==> images/power_grid.png <==
Pins as bars on the die edge. Tap cells in gray.
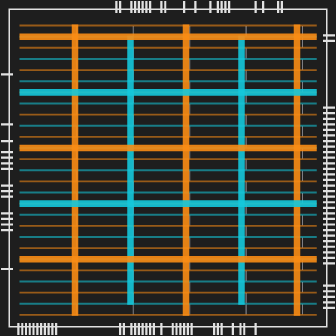
==> images/placement_by_type.png <==
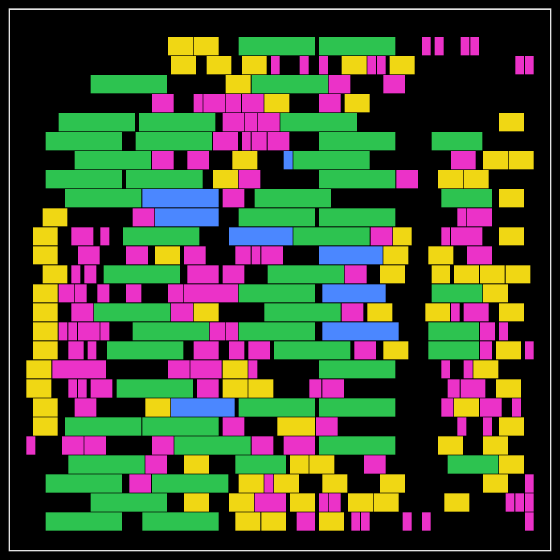
==> images/clk_routes.png <==
Bar = 20 um.
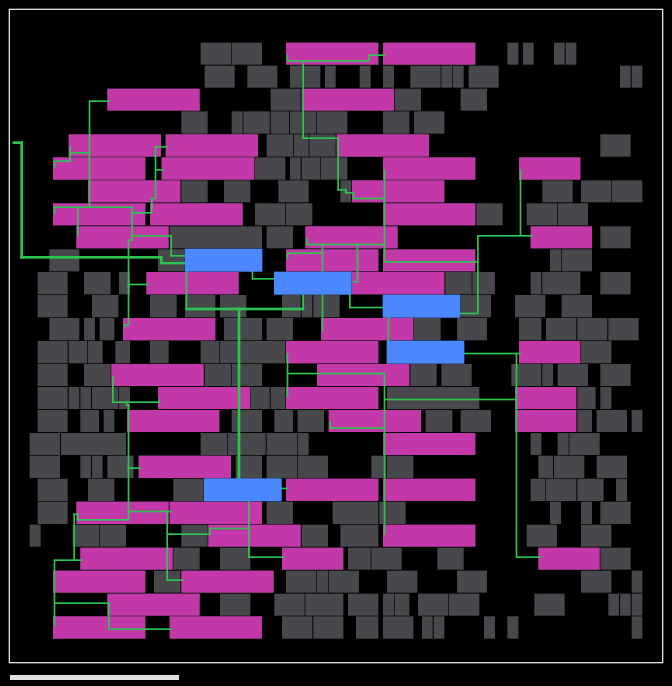
==> images/wires.png <==
Bar = 20 um.
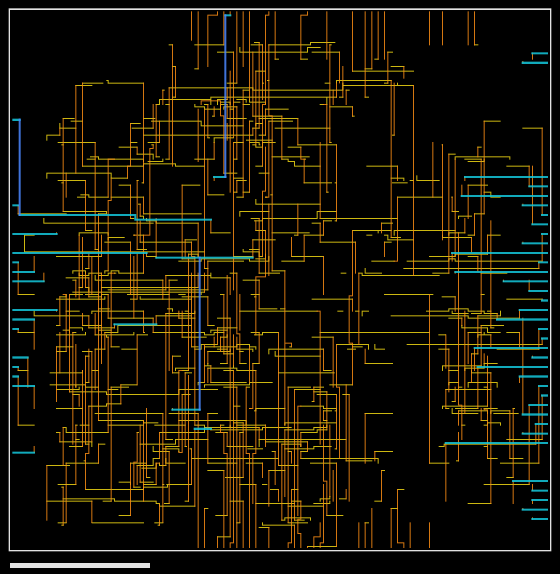
===== config.mk =====
export PLATFORM = sky130hd
export DESIGN_NAME = fdd_drive_ctrl
export DESIGN_NICKNAME = d
export VERILOG_FILES = /design/src/rtl/fdd_drive_ctrl.sv
export SDC_FILE = /design/constraint.sdc
export NUM_CORES = 1
export LEC_CHECK = 0
export ABC_AREA = 0
export CAP_MARGIN = 40
export CORE_MARGIN = 2
export CORE_UTILIZATION = 46
export CTS_BUF_LIST = sky130_fd_sc_hd__clkbuf_16
export CTS_CLUSTER_DIAMETER = 60
export DETAILED_ROUTE_END_ITERATION = 12
export PLACE_DENSITY = 0.95
export SETUP_SLACK_MARGIN = 0.4
export SYNTH_ARGS = -nofsm -noshare
export SYNTH_HDL_FRONTEND = slang
export SYNTH_SLANG_ARGS = --single-unit

===== constraint.sdc =====
create_clock -name clk_sys -period 6.6 [get_ports clk_sys]
set_input_delay 1.32 -clock clk_sys [delete_from_list [all_inputs] [get_ports clk_sys]]
set_output_delay 1.32 -clock clk_sys [all_outputs]
set_load 0.01 [all_outputs]

===== src/rtl/fdd_drive_ctrl.sv =====
// fdd_drive_ctrl: multi-drive FDD image tracking, system-register decode
// and CPU hold/release handshake against the WD1793.
//
// Ports:
//   clk_sys, reset         system clock, synchronous active-high reset
//   ce                     timeout tick
//   ioctl_download/index/addr  image download tracking
//   sel, wr, addr, din     CPU access to the FDD register window
//   dout                   status {tmo, drive[2:0], 0, side, ready, hold}
//   fdd_drq, fdd_busy      WD1793 handshake inputs
//   cpu_hold               CPU hold request
//   fdd_drive, fdd_side    selected drive and side
//   fdd_ready/size/base    selected image state and SDRAM byte offset
module fdd_drive_ctrl #(
  parameter int NUM_DRIVES   = 2,
  parameter int DRV_W        = 3,
  parameter int ADDR_W       = 20,
  parameter int BASE_INDEX   = 2,
  parameter int HOLD_TIMEOUT = 0,
  parameter int HOLD_W       = 16
) (
  input  logic                    clk_sys,
  input  logic                    reset,
  input  logic                    ce,
  input  logic                    ioctl_download,
  input  logic [4:0]              ioctl_index,
  input  logic [24:0]             ioctl_addr,
  input  logic                    sel,
  input  logic                    wr,
  input  logic [1:0]              addr,
  input  logic [7:0]              din,
  output logic [7:0]              dout,
  input  logic                    fdd_drq,
  input  logic                    fdd_busy,
  output logic                    cpu_hold,
  output logic [DRV_W-1:0]        fdd_drive,
  output logic                    fdd_side,
  output logic                    fdd_ready,
  output logic [ADDR_W:0]         fdd_size,
  output logic [ADDR_W+DRV_W-1:0] fdd_base
);

  typedef enum logic {
    S_IDLE,
    S_HOLD
  } state_t;

  state_t state, state_nxt;

  logic              we, old_we, wr_ev;
  logic              wr_hold, wr_clr, wr_side, wr_drv;
  logic              tmo, tmo_set, cnt_clr, tmo_hit, rel;
  logic [HOLD_W-1:0] hold_cnt;
  logic              old_download, dl_rise, dl_fall;
  logic [2:0]        drv3;
  logic              unused_bits;

  // Image state survives reset: images stay in SDRAM.
  logic [NUM_DRIVES-1:0] ready_q = '0;
  logic [ADDR_W:0]       size_q [NUM_DRIVES] = '{default: '0};

  assign we      = sel & wr;
  assign wr_ev   = we & ~old_we;
  assign wr_hold = wr_ev & (addr == 2'd0);
  assign wr_clr  = wr_ev & (addr == 2'd1);
  assign wr_side = wr_ev & (addr == 2'd2);
  assign wr_drv  = wr_ev & (addr == 2'd3);

  always_ff @(posedge clk_sys) begin
    if (reset) begin
      old_we    <= 1'b0;
      fdd_side  <= 1'b0;
      fdd_drive <= '0;
    end else begin
      old_we <= we;
      if (wr_side) fdd_side  <= din[0];
      if (wr_drv)  fdd_drive <= din[DRV_W-1:0];
    end
  end

  assign rel     = fdd_drq | ~fdd_busy;
  assign tmo_hit = (HOLD_TIMEOUT != 0) &&
                   (hold_cnt >= HOLD_W'(HOLD_TIMEOUT));

  always_ff @(posedge clk_sys) begin
    if (reset) state <= S_IDLE;
    else       state <= state_nxt;
  end

  always_comb begin
    state_nxt = state;
    cpu_hold  = 1'b0;
    tmo_set   = 1'b0;
    cnt_clr   = 1'b0;
    unique case (state)
      S_IDLE: begin
        if (wr_hold) begin
          state_nxt = S_HOLD;
          cnt_clr   = 1'b1;
        end
      end
      S_HOLD: begin
        cpu_hold = 1'b1;
        // Release beats a coincident timeout.
        if (rel) begin
          state_nxt = S_IDLE;
        end else if (tmo_hit) begin
          state_nxt = S_IDLE;
          tmo_set   = 1'b1;
        end
      end
      default: state_nxt = S_IDLE;
    endcase
  end

  always_ff @(posedge clk_sys) begin
    if (reset) begin
      hold_cnt <= '0;
      tmo      <= 1'b0;
    end else begin
      if (cnt_clr)
        hold_cnt <= '0;
      else if (state == S_HOLD && ce &&
               hold_cnt != {HOLD_W{1'b1}})
        hold_cnt <= hold_cnt + 1'b1;
      if (tmo_set)     tmo <= 1'b1;
      else if (wr_clr) tmo <= 1'b0;
    end
  end

  // Edge tracker is not reset so a download spanning reset is seen.
  always_ff @(posedge clk_sys) begin
    old_download <= ioctl_download;
  end

  assign dl_rise = ioctl_download & ~old_download;
  assign dl_fall = ~ioctl_download & old_download;

  always_ff @(posedge clk_sys) begin
    for (int i = 0; i < NUM_DRIVES; i++) begin
      if (ioctl_index == 5'(BASE_INDEX + i)) begin
        if (dl_rise) ready_q[i] <= 1'b0;
        if (dl_fall) begin
          ready_q[i] <= 1'b1;
          size_q[i]  <= {1'b0, ioctl_addr[ADDR_W-1:0]} +
                        {{ADDR_W{1'b0}}, 1'b1};
        end
      end
    end
  end

  // Out-of-range drive numbers match no slot and read as empty.
  always_comb begin
    fdd_ready = 1'b0;
    fdd_size  = '0;
    for (int i = 0; i < NUM_DRIVES; i++) begin
      if (fdd_drive == DRV_W'(i)) begin
        fdd_ready = ready_q[i];
        fdd_size  = size_q[i];
      end
    end
  end

  assign fdd_base = {fdd_drive, {ADDR_W{1'b0}}};

  if (DRV_W >= 3) begin : g_drv_trunc
    assign drv3 = fdd_drive[2:0];
  end else begin : g_drv_pad
    assign drv3 = {{(3-DRV_W){1'b0}}, fdd_drive};
  end

  assign dout = {tmo, drv3, 1'b0, fdd_side, fdd_ready, cpu_hold};

  assign unused_bits = &{1'b0, ioctl_addr[24:ADDR_W], din[7:1]};

endmodule


==> results_slide.txt <==
Key Metrics from the Run

Status
  – Outcome: complete, no violations

Yosys
  – Max-area cell share: 0.535
  – Synth warn: 0
  – XOR Share, Synth: 0.0639
  – Top non-seq family: simple AND/OR/NAND/NOR gates
  – Synth Area in Simple Gates: 0.126
  – Ys async rst share: 0
  – Most frequent cell after synthesis: edfxtp_1
  – Ao+oa area frac: 0.0877

Cells and area
  – Area Growth Syn to Fin: 35.5%
  – Most frequent logic cell in the layout: clkdlybuf4s50_1
  – Layout cells sized above 1: 0.0811
  – FILL cells: 406
  – Logic area: 838 um2
  – Flop share of the area: 0.437
  – Data buffer area share: 0.227
  – Cell Count, Final, Fillers Out: 329
  – Largest class: flip-flops and latches
  – Largest regs: size_q: 42 flops, fdd_drive: 3 flops, ready_q: 2 flops

Placed design
  – I/O Buffers: 72
  – DP Area: 3160 um2

Clock network
  – CTS max path bufs: 2
  – Worst-path clk slew: 60 ps

Critical path
  – Cell with the largest stage delay on the worst path: clkdlybuf4s50_1
  – Crit. Startpoint: fdd_drive[0]
  – Worst reg-to-reg path cell count: 3
  – Reg2Reg Setup Slack: 5060 ps
  – Startpoint type of the worst setup path: register

Detailed routing
  – Residual DRC: 0
  – Antenna-violating nets left: 0
  – Detail Route met3 WL: 271 um

Final timing
  – F_max: 0.307 GHz
  – Fin crit share: 0.493
  – Hold Violations, Final: 0

Power and ir drop
  – Switching Share: 0.185
  – P_sw: 0.138 mW
  – Seq pwr share: 0.473
  – Leading power group: sequential cells
  – Internal Dissipation: 0.609 mW

Global route
  – Initial antenna violation count: 0
  – Busiest layer in global routing: met2
  – Global routing usage on met2: 0.297

Run
  – Tool warnings: 37
  – Max_cap viols: 0

Die
  – Std cell rows: 26
Notes on power_grid.png above:
legend:
  VSS:
    color: orange
  VDD:
    color: cyan
signal pins: 106
met1 rails: 27
core area: 5140 um2
Die X: 77.3 um
Die Y: 77.3 um

Notes on placement_by_type.png above:
legend:
  flops:
    color: green
    cells: 51
  other buffers and delay cells:
    color: yellow
    cells: 76
  clock drivers and dummy loads:
    color: blue
    cells: 8
  combinational and other logic:
    color: magenta
    cells: 124

Notes on clk_routes.png above:
legend:
  clock wires:
    color: green
    length: 505 um
  flip-flops:
    color: magenta
    count: 51
  clock drivers:
    color: blue
    count: 5
routed clock nets: 6
P_clk: 0.317 mW
Latency at later pin: 280 ps
Clk pwr share: 0.424
Layout Skew: 4.70 ps

Notes on wires.png above:
legend:
  metal 2:
    color: orange
    wire_length: 2590 um
  metal 3:
    color: cyan
    wire_length: 271 um
  metal 1:
    color: yellow
    wire_length: 1810 um
  metal 4:
    color: blue
    wire_length: 58.5 um

No activity file was given, so power comes from the tool's default toggle rates.
